File: src/rtl/reg_file_8x8.sv
// ============================================================================
//  Module      : reg_file_8x8
//  Description : NUM_REGS x DATA_W register file, two combinational read ports,
//                one synchronous write port, written-since-clear mask.
//  Revision    : 1.0  initial release
// ============================================================================
`default_nettype none

module reg_file_8x8 #(
  parameter int DATA_W = 8,
  parameter int ADDR_W = 3,
  parameter int BYPASS = 0
) (
  input  logic                   CLK,
  input  logic                   RESET,
  input  logic [DATA_W-1:0]      IN,
  input  logic [ADDR_W-1:0]      INADDRESS,
  input  logic                   WRITE,
  input  logic [ADDR_W-1:0]      OUT1ADDRESS,
  input  logic [ADDR_W-1:0]      OUT2ADDRESS,
  input  logic                   CLEAR_MASK,
  output logic [DATA_W-1:0]      OUT1,
  output logic [DATA_W-1:0]      OUT2,
  output logic [(2**ADDR_W)-1:0] WRITTEN_MASK
);

  localparam int NUM_REGS = 2 ** ADDR_W;

  logic [DATA_W-1:0]   regs_q [NUM_REGS];
  logic [DATA_W-1:0]   regs_d [NUM_REGS];
  logic [NUM_REGS-1:0] mask_q;
  logic [NUM_REGS-1:0] mask_d;

  // Write wins over a same-edge mask clear for the addressed bit.
  always_comb begin
    for (int i = 0; i < NUM_REGS; i++) begin
      regs_d[i] = regs_q[i];
    end
    mask_d = CLEAR_MASK ? '0 : mask_q;
    if (WRITE) begin
      regs_d[INADDRESS] = IN;
      mask_d[INADDRESS] = 1'b1;
    end
  end

  always_ff @(posedge CLK or posedge RESET) begin
    if (RESET) begin
      for (int i = 0; i < NUM_REGS; i++) begin
        regs_q[i] <= '0;
      end
      mask_q <= '0;
    end else begin
      for (int i = 0; i < NUM_REGS; i++) begin
        regs_q[i] <= regs_d[i];
      end
      mask_q <= mask_d;
    end
  end

  generate
    if (BYPASS != 0) begin : g_bypass
      logic w_hit1;
      logic w_hit2;
      assign w_hit1 = WRITE && !RESET && (OUT1ADDRESS == INADDRESS);
      assign w_hit2 = WRITE && !RESET && (OUT2ADDRESS == INADDRESS);
      assign OUT1   = w_hit1 ? IN : regs_q[OUT1ADDRESS];
      assign OUT2   = w_hit2 ? IN : regs_q[OUT2ADDRESS];
    end else begin : g_no_bypass
      assign OUT1 = regs_q[OUT1ADDRESS];
      assign OUT2 = regs_q[OUT2ADDRESS];
    end
  endgenerate

  assign WRITTEN_MASK = mask_q;

endmodule

`default_nettype wire

File: config.mk
export PLATFORM = sky130hd
export DESIGN_NAME = reg_file_8x8
export DESIGN_NICKNAME = d
export VERILOG_FILES = /design/src/rtl/reg_file_8x8.sv
export SDC_FILE = /design/constraint.sdc
export NUM_CORES = 1
export LEC_CHECK = 0
export ABC_CLOCK_PERIOD_IN_PS = 2500
export CAP_MARGIN = 10
export CORE_MARGIN = 5
export CORE_UTILIZATION = 30
export DETAILED_ROUTE_END_ITERATION = 10
export PLACE_DENSITY = 0.5
export RECOVER_POWER = 50
export SLEW_MARGIN = 5
export SYNTH_ARGS = -nofsm -noshare
export SYNTH_HDL_FRONTEND = slang
export SYNTH_SLANG_ARGS = --single-unit
File: constraint.sdc
create_clock -name CLK -period 2.5 [get_ports CLK]
set_input_delay 0.375 -clock CLK [delete_from_list [all_inputs] [get_ports CLK]]
set_output_delay 0.375 -clock CLK [all_outputs]
set_load 0.005 [all_outputs]
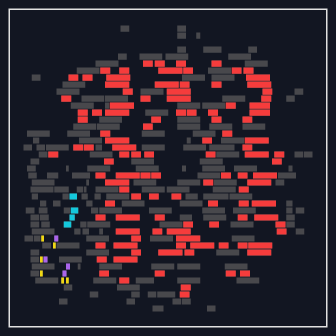
(gate families picked out)
legend:
  inverters:
    color: yellow
    cells: 6
    most_used: inv_1
    where: south-west
  multiplexers:
    color: red
    cells: 112
    most_used: mux2_2
  inverting AOI/OAI gates:
    color: purple
    cells: 4
    most_used: o21ai_0
    where: south-west
  NAND gates:
    color: cyan
    cells: 4
    most_used: nand4b_1

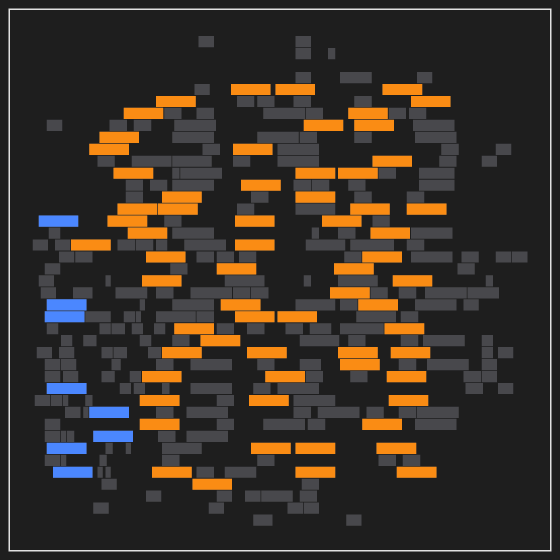
(register map, names as in the netlist)
legend:
  regs_q:
    color: orange
    flops: 64
  WRITTEN_MASK:
    color: blue
    flops: 8

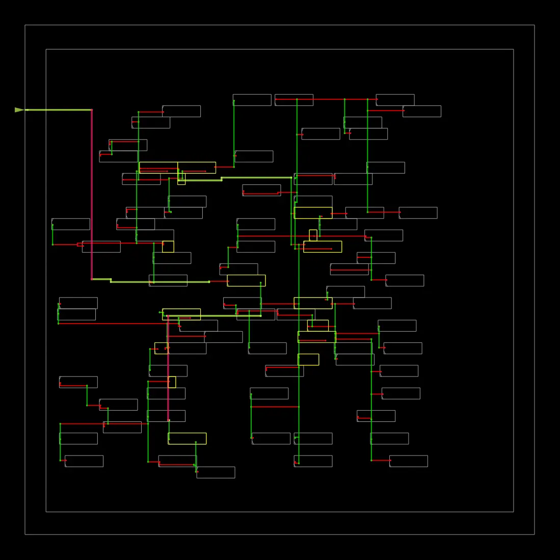
(clock routing)
registers: 72
number of buffers inserted during clock tree synthesis: 9
TritonCTS Sinks: 72
post-route clock skew: 0 ns
worst-skew pair later-pin latency: 0.32 ns

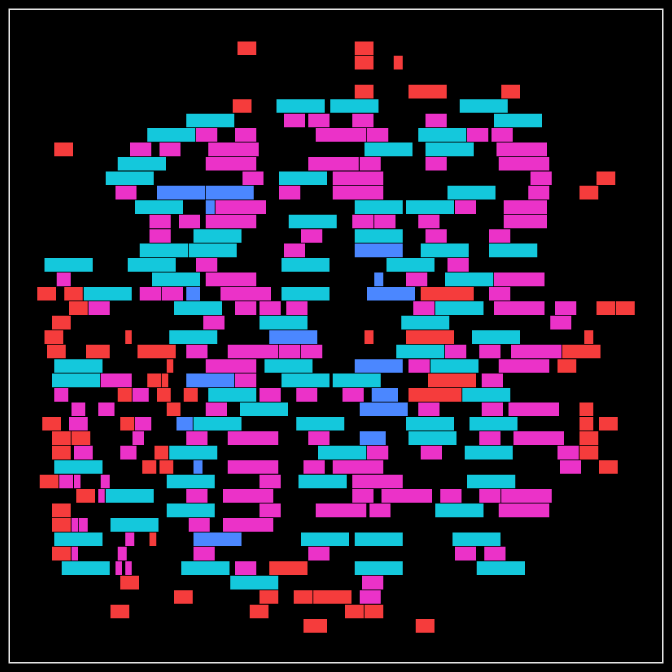
(cells colored by class)
legend:
  all other logic:
    color: magenta
    cells: 134
  clock drivers and dummy loads:
    color: blue
    cells: 16
  other buffers and delay cells:
    color: red
    cells: 69
  flip-flops:
    color: cyan
    cells: 72

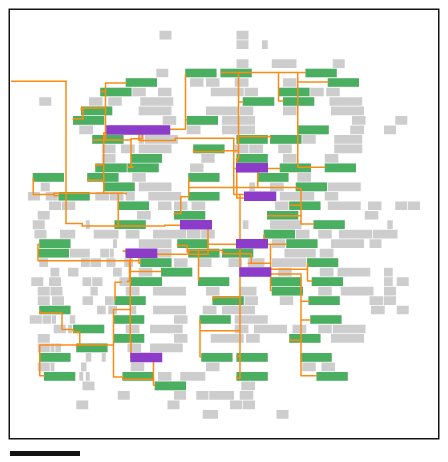
(clock distribution)
Scale bar: 20 µm.
legend:
  clock wires:
    color: orange
    length: 1010 µm
  flip-flops:
    color: green
    count: 72
  cells driving clock nets:
    color: purple
    count: 9
routed clock nets: 10

==> README.md <==
| Stage | Quantity | Value |
| --- | --- | --- |
| sta | Final number of setup-violating endpoints | 0 |
| job | Log Warnings | 26 |
| power | Internal power contribution | 2.753 mW |
| run status | Run status | completed |
| power | Power share of the combinational group | 24.3% |
| setup path | Largest fanout of any net on the critical path | 8 |
| placement | Weighted congestion at the end of routability-driven global placement | 0.7044 |
| synthesis | Net count after synthesis | 244 |
| power | Fraction of power spent switching nets | 24.85% |
| synthesis | Most repeated cell in the gate-level netlist after synthesis | mux2_2 |
| power | Largest power group | registers |
| layout | Inverter count of the layout excluding clock inverters | 6 |
| layout | Comb area share | 37.78% |
| synthesis | Cell area after synthesis | 3817 µm² |
| clocking | Clock buffer depth | 2 |
| layout | Most common logic cell in the routed design | mux2_2 |
| layout | Cell area after layout | 4928 µm² |
| routing | Count of vias placed by the detailed router | 2318 |
| routing | Remaining number of nets flagged by the antenna check after routing | 0 |
| synthesis | Area fraction of the dominant cell type after synthesis | 47.20% |
| setup path | Critical path depth in cells | 5 |
| placement | Number of I/O port buffers | 44 |
| setup path | Crit path buf inv count | 3 |
| power | Power attributed to the clock group | 1.21 mW |
| routing | Wire length reported by the detailed router | 9473 µm |
| setup path | Worst reg2reg path startpoint | regs_q[24] |
| sta | Final worst slack | 0.1140 ns |
| die | Horizontal die size | 122.8 µm |
| synthesis | Yosys stat chip area | 3817 µm² |
| layout | Number of standard cells in the final layout excluding fillers | 463 |
Power and IR drop assume default switching activity.
